==> config.mk <==
export PLATFORM = sky130hd
export DESIGN_NAME = jtag_vdr_mc
export DESIGN_NICKNAME = d
export VERILOG_FILES = /design/src/rtl/jtag_vdr_mc.sv
export SDC_FILE = /design/constraint.sdc
export NUM_CORES = 1
export LEC_CHECK = 0
export CAP_MARGIN = 15
export CORE_ASPECT_RATIO = 1.1
export CORE_UTILIZATION = 40
export CTS_BUF_LIST = sky130_fd_sc_hd__clkbuf_4
export DETAILED_ROUTE_END_ITERATION = 8
export SLEW_MARGIN = 25
export SYNTH_ARGS = -nofsm -noshare
export SYNTH_HDL_FRONTEND = slang
export SYNTH_SLANG_ARGS = --single-unit
==> constraint.sdc <==
create_clock -name tck -period 2.88 [get_ports tck]
set_clock_uncertainty 0.15 [all_clocks]
set_input_delay 0.576 -clock tck [delete_from_list [all_inputs] [get_ports tck]]
set_output_delay 0.576 -clock tck [all_outputs]
set_load 0.01 [all_outputs]
==> src/rtl/jtag_vdr_mc.sv <==
// -----------------------------------------------------------------------------
// jtag_vdr_mc -- multi-channel JTAG virtual data register.
//
// A DR_WIDTH-bit shift register sits between tdi and vdr_tdo. The TAP decoder
// drives capture_dr/shift_dr/update_dr, and one IR-decoded enable selects
// which register is captured or updated.
//
// Registers behind the shift path:
//   - ch_sel           : the channel that address/data operations use
//   - raddr[c]/waddr[c]: per-channel read/write addresses
//   - wdata_out        : write data for the system side
//
// Read-data captures and write-data updates each start a delayed strobe.
// When the strobe ends, the address of the channel that was latched with the
// event auto-increments, provided that channel's increment flag is still set.
//
// Ports:
//   tck, trst_n          JTAG clock; asynchronous active-low reset
//   tdi, vdr_tdo         serial in; serial out (vdr_tdo = vdr[0])
//   capture_dr, shift_dr, update_dr
//                        TAP state strobes
//   *_enable             IR decode: ident, chsel, raddr, waddr, rdata, wdata
//   rdata_in             system read data, captured on an rdata capture
//   wdata_out            write-data register
//   raddr_out/waddr_out  flattened addresses; channel c at [c*ADDR_WIDTH +: ADDR_WIDTH]
//   ch_sel               currently selected channel
//   rd_strobe/wr_strobe  one-cycle pulses, STROBE_DELAY cycles after their event
//   strobe_ch            channel of the active strobe (the read channel wins)
// -----------------------------------------------------------------------------
module jtag_vdr_mc #(
  parameter int                    DR_WIDTH     = 32,
  parameter int                    ADDR_WIDTH   = 32,
  parameter int                    NUM_CH       = 4,
  parameter int                    CH_BITS      = 2,
  parameter int                    STROBE_DELAY = 7,
  parameter logic [31:0]           IDENT_VALUE  = 32'h97d2f9ce,
  parameter logic [ADDR_WIDTH-1:0] RADDR_INIT   = ADDR_WIDTH'('h99)
) (
  input  logic                         tck,
  input  logic                         trst_n,
  input  logic                         tdi,
  output logic                         vdr_tdo,
  input  logic                         capture_dr,
  input  logic                         shift_dr,
  input  logic                         update_dr,
  input  logic                         ident_enable,
  input  logic                         chsel_enable,
  input  logic                         raddr_enable,
  input  logic                         waddr_enable,
  input  logic                         rdata_enable,
  input  logic                         wdata_enable,
  input  logic [DR_WIDTH-1:0]          rdata_in,
  output logic [DR_WIDTH-1:0]          wdata_out,
  output logic [NUM_CH*ADDR_WIDTH-1:0] raddr_out,
  output logic [NUM_CH*ADDR_WIDTH-1:0] waddr_out,
  output logic [CH_BITS-1:0]           ch_sel,
  output logic                         rd_strobe,
  output logic                         wr_strobe,
  output logic [CH_BITS-1:0]           strobe_ch
);

  localparam logic [DR_WIDTH-1:0] IDENT_DR = DR_WIDTH'(IDENT_VALUE);

  logic [DR_WIDTH-1:0]   vdr;
  logic [ADDR_WIDTH-1:0] raddr [NUM_CH];
  logic [ADDR_WIDTH-1:0] waddr [NUM_CH];
  logic [NUM_CH-1:0]     rd_inc;
  logic [NUM_CH-1:0]     wr_inc;

  // Delay pipelines: a valid bit plus the channel latched with each event.
  logic [STROBE_DELAY-1:0] rd_vld;
  logic [STROBE_DELAY-1:0] wr_vld;
  logic [CH_BITS-1:0]      rd_ch [STROBE_DELAY];
  logic [CH_BITS-1:0]      wr_ch [STROBE_DELAY];

  logic rd_evt;
  logic wr_evt;
  logic rd_evt_q;
  logic wr_evt_q;
  logic rd_fire;
  logic wr_fire;
  logic upd_chsel;
  logic upd_raddr;
  logic upd_waddr;
  logic upd_wdata;
  logic chsel_ok;
  logic [CH_BITS-1:0] rd_ch_now;
  logic [CH_BITS-1:0] wr_ch_now;

  assign rd_evt    = capture_dr & rdata_enable;
  assign wr_evt    = update_dr  & wdata_enable;

  // Only the rising edge of an event starts a strobe, so a capture or update
  // held high for several cycles still yields a single pulse.
  assign rd_fire   = rd_evt & ~rd_evt_q;
  assign wr_fire   = wr_evt & ~wr_evt_q;

  assign upd_chsel = update_dr & chsel_enable;
  assign upd_raddr = update_dr & raddr_enable;
  assign upd_waddr = update_dr & waddr_enable;
  assign upd_wdata = update_dr & wdata_enable;

  // The whole shifted value must name an existing channel. Checking only the
  // low CH_BITS would make out-of-range requests such as 5 alias onto a real
  // channel.
  assign chsel_ok  = (vdr < DR_WIDTH'(NUM_CH));

  assign rd_strobe = rd_vld[STROBE_DELAY-1];
  assign wr_strobe = wr_vld[STROBE_DELAY-1];
  assign rd_ch_now = rd_ch[STROBE_DELAY-1];
  assign wr_ch_now = wr_ch[STROBE_DELAY-1];
  assign strobe_ch = rd_strobe ? rd_ch_now : wr_ch_now;
  assign vdr_tdo   = vdr[0];

  // Shift register. A capture with a recognised enable overrides the shift
  // in the same cycle.
  // NOTE: clocked state uses non-blocking assignments so every register
  // samples pre-edge values and simulation ordering cannot change results.
  always_ff @(posedge tck or negedge trst_n) begin
    if (!trst_n) begin
      vdr <= '0;
    end else if (capture_dr && ident_enable) begin
      vdr <= IDENT_DR;
    end else if (capture_dr && chsel_enable) begin
      vdr <= DR_WIDTH'(ch_sel);
    end else if (capture_dr && raddr_enable) begin
      vdr <= DR_WIDTH'(raddr[ch_sel]);
    end else if (capture_dr && rdata_enable) begin
      vdr <= rdata_in;
    end else if (shift_dr) begin
      vdr <= {tdi, vdr[DR_WIDTH-1:1]};
    end
  end

  always_ff @(posedge tck or negedge trst_n) begin
    if (!trst_n) begin
      ch_sel    <= '0;
      wdata_out <= '0;
    end else begin
      if (upd_chsel && chsel_ok) ch_sel <= vdr[CH_BITS-1:0];
      if (upd_wdata)             wdata_out <= vdr;
    end
  end

  // Per-channel addresses and increment flags.
  //
  // An address update wins over an increment landing on the same channel in
  // the same edge. Both the address and the increment flag are taken from the
  // update, so the pending increment is dropped.
  //
  // NOTE: the address arrays are small and their reset values are visible on
  // the ports, so they are reset like any other register rather than being
  // treated as uninitialised memory.
  always_ff @(posedge tck or negedge trst_n) begin
    if (!trst_n) begin
      for (int c = 0; c < NUM_CH; c++) begin
        raddr[c] <= RADDR_INIT;
        waddr[c] <= '0;
      end
      rd_inc <= '0;
      wr_inc <= '0;
    end else begin
      for (int c = 0; c < NUM_CH; c++) begin
        if (upd_raddr && ch_sel == CH_BITS'(c)) begin
          raddr[c]  <= vdr[ADDR_WIDTH-1:0];
          rd_inc[c] <= 1'b0;
        end else begin
          if (rd_strobe && rd_ch_now == CH_BITS'(c) && rd_inc[c]) begin
            raddr[c] <= raddr[c] + ADDR_WIDTH'(1);
          end
          if (rd_evt && ch_sel == CH_BITS'(c)) rd_inc[c] <= 1'b1;
        end

        if (upd_waddr && ch_sel == CH_BITS'(c)) begin
          waddr[c]  <= vdr[ADDR_WIDTH-1:0];
          wr_inc[c] <= 1'b0;
        end else begin
          if (wr_strobe && wr_ch_now == CH_BITS'(c) && wr_inc[c]) begin
            waddr[c] <= waddr[c] + ADDR_WIDTH'(1);
          end
          if (upd_wdata && ch_sel == CH_BITS'(c)) wr_inc[c] <= 1'b1;
        end
      end
    end
  end

  // Strobe delay lines. The channel travels alongside the valid bit, so a
  // later change of ch_sel cannot redirect a strobe that is already in flight.
  always_ff @(posedge tck or negedge trst_n) begin
    if (!trst_n) begin
      rd_evt_q <= 1'b0;
      wr_evt_q <= 1'b0;
      rd_vld   <= '0;
      wr_vld   <= '0;
      for (int i = 0; i < STROBE_DELAY; i++) begin
        rd_ch[i] <= '0;
        wr_ch[i] <= '0;
      end
    end else begin
      rd_evt_q  <= rd_evt;
      wr_evt_q  <= wr_evt;
      rd_vld[0] <= rd_fire;
      wr_vld[0] <= wr_fire;
      rd_ch[0]  <= ch_sel;
      wr_ch[0]  <= ch_sel;
      for (int i = 1; i < STROBE_DELAY; i++) begin
        rd_vld[i] <= rd_vld[i-1];
        wr_vld[i] <= wr_vld[i-1];
        rd_ch[i]  <= rd_ch[i-1];
        wr_ch[i]  <= wr_ch[i-1];
      end
    end
  end

  for (genvar c = 0; c < NUM_CH; c++) begin : g_flat
    assign raddr_out[c*ADDR_WIDTH +: ADDR_WIDTH] = raddr[c];
    assign waddr_out[c*ADDR_WIDTH +: ADDR_WIDTH] = waddr[c];
  end

endmodule

run_1/cell_density.png
The die is cut into 21 by 23 equal tiles; white is low, dark blue is high, 0 to 100% covered.
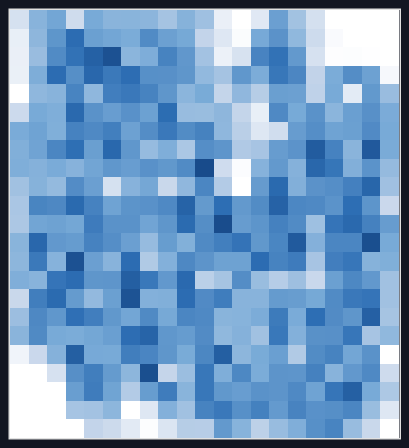
fullest tile = 89%
tiles over 75% full = 8.5%
nearly empty tiles = 6.4%
mean over tiles = 50%
FP Core Util: 40.7%
core region area: 48000 um^2

run_1/congestion.png
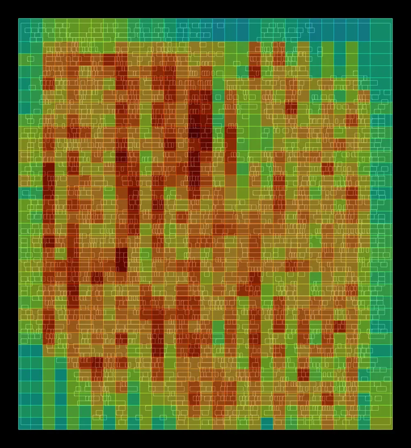
routed len/inst: 22.7 um
met3 GRT Util: 5.04%
global routing met1 resource utilization: 41.3%
layer with the highest usage after global routing: met2
met2 GRT Util: 47.0%

run_1/logic_types.png
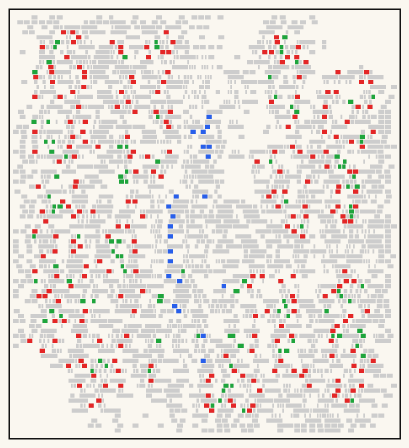
AND-OR and OR-AND gates -> blue  # cells 22, most used o22a_1, where center
AND and OR gates -> green  # cells 107, most used and3_1, where widely spread
XOR/XNOR gates -> red  # cells 241, most used xnor2_1, where widely spread
share of the final layout cell area in multi-input gates: 38.5%
number of non-filler instances in the completed layout: 3275
top logic cell by instance count in the layout: sky130_fd_sc_hd__nand2_1

run_1/wires.png
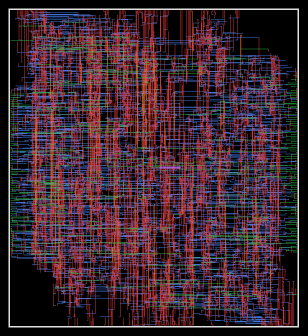
metal 5 -> purple  # wire length 13.8 um
metal 2 -> red  # wire length 34.3 mm
metal 4 -> orange  # wire length 2470 um
metal 1 -> blue  # wire length 32.1 mm
metal 3 -> green  # wire length 5370 um
overall routed net length: 74200 um
GRT Resource Usage Total: 30.1%
total vias in the final route: 18.4k

-- run 1: where the power goes --
group          internal (mW)  switching (mW)
Sequential              5.46           0.541
Clock                   2.66            2.30
Combinational           1.15            1.46
-- run 1: kinds of logic (layout without fill, tap and decap cells) --
group | after synthesis | after routing
and+or+nand+nor | 999 | 999
DFF | 360 | 360
AOI/OAI and AO/OA | 339 | 339
xor gates and xnor gates | 241 | 241
buffers and inverters | 185 | 639
muxes | 41 | 41
adders and majority gates | 8 | 8
other | 0 | 3
-- run 1: layer usage --
layer | vias up | part of all wire (%) | GRT usage [%]
met5 | - | 0.018 | 0
met4 | 2 | 3.3 | 12.4
met3 | 138 | 7.2 | 5.04
met2 | 823 | 46 | 47.0
met1 | 8973 | 43 | 41.3
li1 | 8427 | - | -
-- run 1: metrics by stage --
stage          setup WS [ps]  hold slack (ps)  util, %  total power, mW  cell area [um^2]
5_1_grt                 30.2              154     53.0             14.2             25500
3_5_place_dp             205              186     50.2             8.68             24100
6_report                66.2              112     53.0             13.6             25500
4_1_cts                 6.30             88.6     53.0             13.7             25500
3_3_place_gp             311              183     50.2             8.65             24100
2_1_floorplan            681              130        -             7.00             19500
-- run 1: worst reg2reg max path, delay by kind of cell, from the launching register on --
family                 cells  cell delay (ps)
XOR/XNOR                   1              170
AND-OR/OR-AND              1               70
buffers and inverters      1              240
AND/OR/NAND/NOR            3             1110
flip-flops                 1              620
-- run 1: registers in the layout, indices dropped and copies added, names as in the netlist --
name       count
wr_inc         4
wr_evt_q       1
rd_inc         4
wr_ch         12
ch_sel         2
raddr_out    128
vdr           32
rd_vld         7
waddr_out    128
wdata_out     32
wr_ch_now      2
wr_vld         7
rd_evt_q       1
==> results.py, run 1 <==
# Flow results
metrics = {
    "yosys": {
        "cell_with_the_most_instances_after_synthesis": "sky130_fd_sc_hd__nand2_1",
        "yosys_area_um2": 19500,
        "postSynth.topFlopCell": "sky130_fd_sc_hd__dfrtp_1",
        "ys_sh_aoi_pct": 9.61,
        "mappedNetlistNets": 2225,
        "common_cells": "406 x sky130_fd_sc_hd__nand2_1, 344 x sky130_fd_sc_hd__dfrtp_1, 174 x sky130_fd_sc_hd__nor2_1, 162 x sky130_fd_sc_hd__o21ai_0, 132 x sky130_fd_sc_hd__clkbuf_1",
    },
    "run_status": {
        "status": "complete, no violations",
    },
    "final_timing": {
        "rsz0062_at_grt": "false",
    },
    "critical_path": {
        "timing.rr.end": "raddr_out[25]$_DFFE_PN0P_",
        "worst_path_max_delay_cell": "sky130_fd_sc_hd__dfstp_2",
        "crit_path_end": "raddr_out[71]",
        "startpoint": "raddr_out[71]$_DFFE_PN1P_",
    },
    "clocking": {
        "cts.path.max_buffers": 3,
        "cts.hold.buffers_added": 1,
    },
    "place": {
        "gp_congestion": 0.927,
        "hpwl_um": 53100,
    },
    "die": {
        "tapcell.inserted": 645,
    },
    "finish": {
        "combGateArea_um2": 9810,
        "area_dominant_class": "logic gates",
    },
    "detailed_routing": {
        "firstDrtPassIters": 5,
    },
}
run_1/layer_met2.png
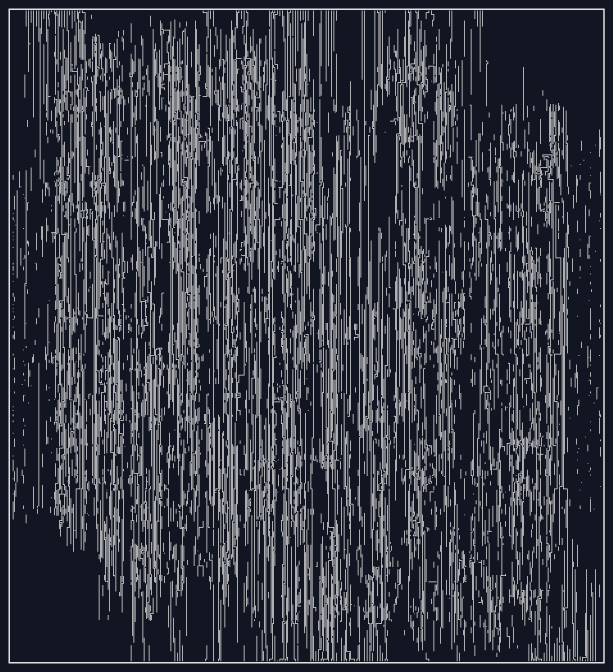

==> inputs of run 2 (changes only) <==
--- a/config.mk
+++ b/config.mk
@@ -8,7 +8,7 @@
 export CAP_MARGIN = 15
 export CORE_ASPECT_RATIO = 1.1
 export CORE_UTILIZATION = 40
-export CTS_BUF_LIST = sky130_fd_sc_hd__clkbuf_4
+export CTS_BUF_LIST = sky130_fd_sc_hd__clkbuf_8 sky130_fd_sc_hd__clkbuf_16
 export DETAILED_ROUTE_END_ITERATION = 8
 export SLEW_MARGIN = 25
 export SYNTH_ARGS = -nofsm -noshare
run_2/layer_met2.png
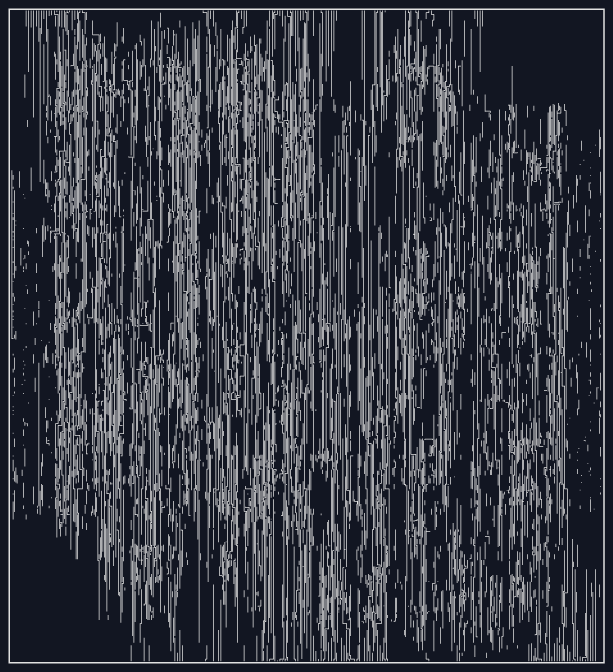
share of all routed wire = 46%
longest straight run = 111 um
main direction = vertical
overall routed net length: 73700 um
total vias in the final route: 18.0k
met2 GRT Util: 46.9%

run_2/logic_types.png
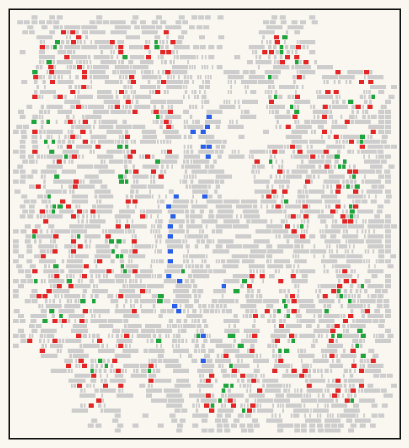
share of the final layout cell area in multi-input gates: 38.5%
number of non-filler instances in the completed layout: 3175

==> run 2 against run 1 <==
  * Highest routed layer unchanged
  * Total power is 2.8% higher
  * Die area stayed put
  * Cell area is 0.10% higher
  * Register-to-register slack worse by 80 ps
  * Count of clock-buffer cells in the layout is 94 lower
  * Critical endpoint is now strobe_ch[1]
  * Sequential cell count stayed put
  * Worst setup slack better by 180 ps
  * Clock power is 7.5% higher
==> results.py, run 2 <==
# Flow results
metrics = {
    "final_timing": {
        "finalWorstSetupSlack_ps": 250,
        "worst_pin_slew_ps": 779,
        "rsz0062_at_grt": "false",
        "fmax_ghz": 0.380,
        "setup_viol": 0,
    },
    "detailed_routing": {
        "drt-wirelength-per-cell_um": 23.2,
        "routedLengthMet1_um": 32000,
        "route.top_layer_used": "met5",
        "wl_met3_um": 5300,
        "met2_length_um": 34100,
        "firstDrtPassIters": 5,
    },
    "finish": {
        "layout_top_cell": "sky130_fd_sc_hd__nand2_1",
        "final_core_util_pct": 53.1,
        "area_growth_synth_to_finish_pct": 30.4,
        "combGateArea_um2": 9810,
    },
    "global_routing": {
        "global_route.overflow_total": 0,
        "use_met1_pct": 41.5,
        "grt.met3_usage_pct": 4.63,
        "grt-busiest-layer": "met2",
        "grt_usage_pct": 29.7,
    },
    "hold_path": {
        "holdPathStages": 0,
        "worstHoldStart": "wr_vld[2]$_DFF_PN0_",
    },
    "yosys": {
        "cell_with_the_most_instances_after_synthesis": "sky130_fd_sc_hd__nand2_1",
        "common_cells": "406 x sky130_fd_sc_hd__nand2_1, 344 x sky130_fd_sc_hd__dfrtp_1, 174 x sky130_fd_sc_hd__nor2_1, 162 x sky130_fd_sc_hd__o21ai_0, 132 x sky130_fd_sc_hd__clkbuf_1",
        "mappedNetlistNets": 2225,
        "yosys_area_um2": 19500,
        "postSynth.topFlopCell": "sky130_fd_sc_hd__dfrtp_1",
        "ys_sh_aoi_pct": 9.61,
        "synthesis.area_per_instance_um2": 8.99,
    },
    "critical_path": {
        "critPathLaunchType": "flop",
        "cp_cell_sequence": "clkdlybuf4s50_1",
        "timing.rr.end": "raddr_out[22]$_DFFE_PN0P_",
        "worst_path_max_delay_cell": "sky130_fd_sc_hd__clkdlybuf4s50_1",
        "reg2reg_depth": 6,
    },
    "power": {
        "swShare_pct": 30.4,
        "clkPwrFrac_pct": 38.2,
        "p_int_mw": 9.70,
        "p_seq_share_pct": 43.1,
        "p_total_mw": 13.9,
        "share_comb_of_total_power_pct": 18.7,
        "worst_case_vdd_ir_drop_mv": 0.335,
        "power.net_switching_mw": 4.24,
    },
    "place": {
        "gp_congestion": 0.927,
        "hpwl_um": 53100,
        "detailedPlace.worstSlack_ps": 205,
    },
    "job": {
        "log.warning_count": 26,
    },
    "clocking": {
        "cts.hold.buffers_added": 1,
        "tritoncts_buffer_count": 42,
    },
    "run_status": {
        "status": "complete, no violations",
    },
    "die": {
        "fp_util_pct": 40.7,
    },
}
==> run 2: area by class of cell <==
class / count / share of cell area, %
Antenna cell: 1 / 0.00982
Clock buffer: 51 / 4.65
Clock inverter: 25 / 0.692
Inverter: 25 / 0.368
Multi-Input combinational cell: 1628 / 38.5
Sequential cell: 360 / 35.4
Tap cell: 645 / 3.17
Timing Repair Buffer: 440 / 17.2
==> run 2: metrics by stage <==
| stage | hold slack (ps) | cells | area, um^2 |
|---|---|---|---|
| 2_1_floorplan | 130 | 2173 | 19500 |
| 3_3_place_gp | 183 | 3097 | 24100 |
| 3_5_place_dp | 186 | 3097 | 24100 |
| 4_1_cts | 196 | 3174 | 25500 |
| 5_1_grt | 201 | 3175 | 25500 |
| 6_report | 198 | 3175 | 25500 |
==> run 2: power by group through the flow <==
stage               Combinational (mW)  Sequential (mW)  Clock (mW)
detailed placement                2.60             6.08           0
finish                            2.60             6.01        5.33
floorplan                        0.959             6.04           0
global placement                  2.57             6.07           0
CTS                               2.61             5.99        5.42
global route                      2.78             6.05        5.61
==> run 2: worst max path at each step <==
stage | start | to | slack [ps] | cells after the start
6_report | wr_ch_now[1]$_DFF_PN0_ | strobe_ch[1] | 250 | 1
3_3_place_gp | update_dr | raddr_out[82]$_DFFE_PN0P_ | 310 | 5
2_1_floorplan | raddr_out[7]$_DFFE_PN1P_ | raddr_out[26]$_DFFE_PN0P_ | 680 | 7
5_1_grt | ch_sel[0]$_DFFE_PN0P_ | ch_sel[0] | 180 | 2
3_5_place_dp | raddr_enable | vdr[18]$_DFFE_PN0P_ | 200 | 5
4_1_cts | wr_ch_now[1]$_DFF_PN0_ | strobe_ch[1] | 230 | 1
run_2/congestion.png
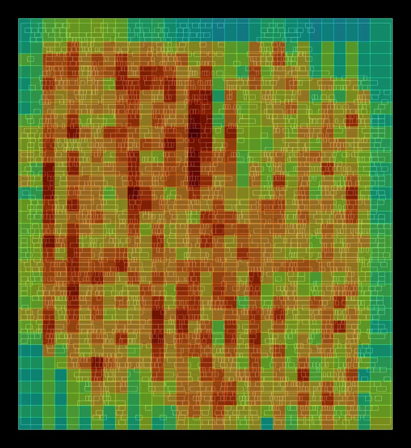

==> inputs of run 3 (changes only) <==
--- a/config.mk
+++ b/config.mk
@@ -10,6 +10,7 @@
 export CORE_UTILIZATION = 40
 export CTS_BUF_LIST = sky130_fd_sc_hd__clkbuf_8 sky130_fd_sc_hd__clkbuf_16
 export DETAILED_ROUTE_END_ITERATION = 8
+export GPL_TIMING_DRIVEN = 0
 export SLEW_MARGIN = 25
 export SYNTH_ARGS = -nofsm -noshare
 export SYNTH_HDL_FRONTEND = slang
run_3/congestion.png
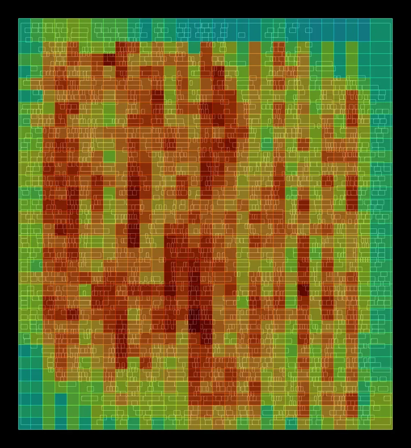
fin util: 53.1%
met3 GRT Util: 5.13%
GRT Resource Usage Total: 32.5%
global routing met1 resource utilization: 43.8%
met2 GRT Util: 50.5%

run_3/wires.png
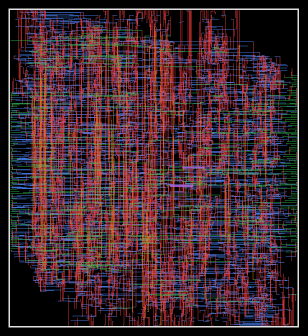
metal 1 -> blue  # wire length 33.4 mm
metal 2 -> red  # wire length 36.4 mm
metal 3 -> green  # wire length 6350 um
metal 5 -> purple  # wire length 30.4 um
metal 4 -> orange  # wire length 4400 um
routed len/inst: 24.9 um
total vias in the final route: 18.9k
overall routed net length: 80600 um

==> run 3 against run 2 <==
  * Hold slack worse by 4.0 ps
  * Critical path depth up 6
  * Sequential share of layout area about the same
  * Clock power up 12%
  * Cell area about the same
  * Maximum frequency down 7.1%
  * Critical endpoint is now raddr_out[127]$_DFFE_PN0P_
  * Worst setup slack worse by 200 ps
  * Non-clock buffer count up 65
  * Highest routed layer unchanged
  * Critical path type is now flop to flop
  * Sequential cell count unchanged
==> results.py, run 3 <==
# Flow results
metrics = {
    "finish": {
        "n_antenna_cell": 0,
        "area_growth_synth_to_finish_pct": 30.4,
        "layout.cells.non_filler": 3240,
        "layout_top_cell": "sky130_fd_sc_hd__nand2_1",
    },
    "power": {
        "seq-power_mw": 6.04,
        "share_comb_of_total_power_pct": 17.7,
        "swShare_pct": 29.7,
        "p_seq_share_pct": 41.4,
        "worst_case_vdd_ir_drop_mv": 0.380,
        "p_int_mw": 10.3,
        "power.net_switching_mw": 4.34,
        "p_total_mw": 14.6,
        "pg_comb_mw": 2.58,
        "clock_power_mw": 5.98,
        "power.group.top": "sequential cells",
    },
    "detailed_routing": {
        "firstDrtPassIters": 5,
    },
    "yosys": {
        "cell_with_the_most_instances_after_synthesis": "sky130_fd_sc_hd__nand2_1",
        "yosys_area_um2": 19500,
        "ys_sh_aoi_pct": 9.61,
        "synthesis.area_per_instance_um2": 8.99,
    },
    "critical_path": {
        "startpoint": "ch_sel[1]$_DFFE_PN0P_",
    },
    "final_timing": {
        "timing.hold.ws_ps": 194,
        "worst_pin_slew_ps": 1200,
        "setup_viol": 0,
        "fmax_ghz": 0.353,
    },
    "place": {
        "placed_cell_area_um2": 23800,
        "place.detailed.instances": 3158,
        "gp_congestion": 0.949,
    },
    "run_status": {
        "status": "complete, no violations",
    },
    "clocking": {
        "tritoncts_buffer_count": 42,
    },
    "global_routing": {
        "global_route.overflow_total": 0,
    },
    "die": {
        "fp_util_pct": 40.7,
    },
}
-- run 3: cell types whose count changed in the layout (fill, tap and decap cells not counted), sizes merged, moves of 2 or more --
| cell | delta |
|---|---|
| bufinv | +6 |
| clkdlybuf4s50 | -2 |
| clkbuf | +135 |
| inv | -3 |
| buf | -68 |
| clkinv | -2 |
-- run 3: what timing repair did --
item,CTS,global route
endpoints found under the hold margin,66,0
resized,9,9
setup buffers,1,2
hold buffers,1,0
endpoints found under the setup margin,90,64
pin swaps,0,1
-- run 3: final timing paths --
| kind | endpoint | slack [ps] | cells past startpoint |
|---|---|---|---|
| max | raddr_out[127]$_DFFE_PN0P_ | 50 | 7 |
| min | wr_ch_now[0]$_DFF_PN0_ | 190 | 0 |
| max reg2reg | raddr_out[127]$_DFFE_PN0P_ | 50 | 7 |
| min reg2reg | wr_ch_now[0]$_DFF_PN0_ | 190 | 0 |
| max in group asynchronous | raddr_out[26]$_DFFE_PN0P_ | 970 | 4 |
| min in group asynchronous | waddr_out[71]$_DFFE_PN0P_ | 440 | 2 |
-- run 3: cell type report --
type,count,area (um^2),area share (%)
buffer,160,688,2.70
clock buffer,52,1220,4.80
clock inverter,25,319,1.25
inverter,25,93.8,0.368
multi-input combinational,1628,9800,38.5
sequential,360,9030,35.4
tap,645,807,3.17
timing repair buffer,345,3520,13.8
-- run 3: metrics by stage --
step	worst slack, ps	utilization [%]
2_1_floorplan	681	-
3_3_place_gp	-15250	49.4
3_5_place_dp	-660	49.6
4_1_cts	13.9	53.0
5_1_grt	-1.24	53.1
6_report	48.7	53.1
-- run 3: metal layers --
layer	routed length (um)	vias up	track usage (%)	share of wire, %
met2	36400	944	50.5	45
li1	-	8366	-	-
met5	30	-	0	0.037
met3	6350	217	5.13	7.9
met4	4400	4	16.6	5.5
met1	33400	9323	43.8	41
Power and IR drop assume default switching activity.
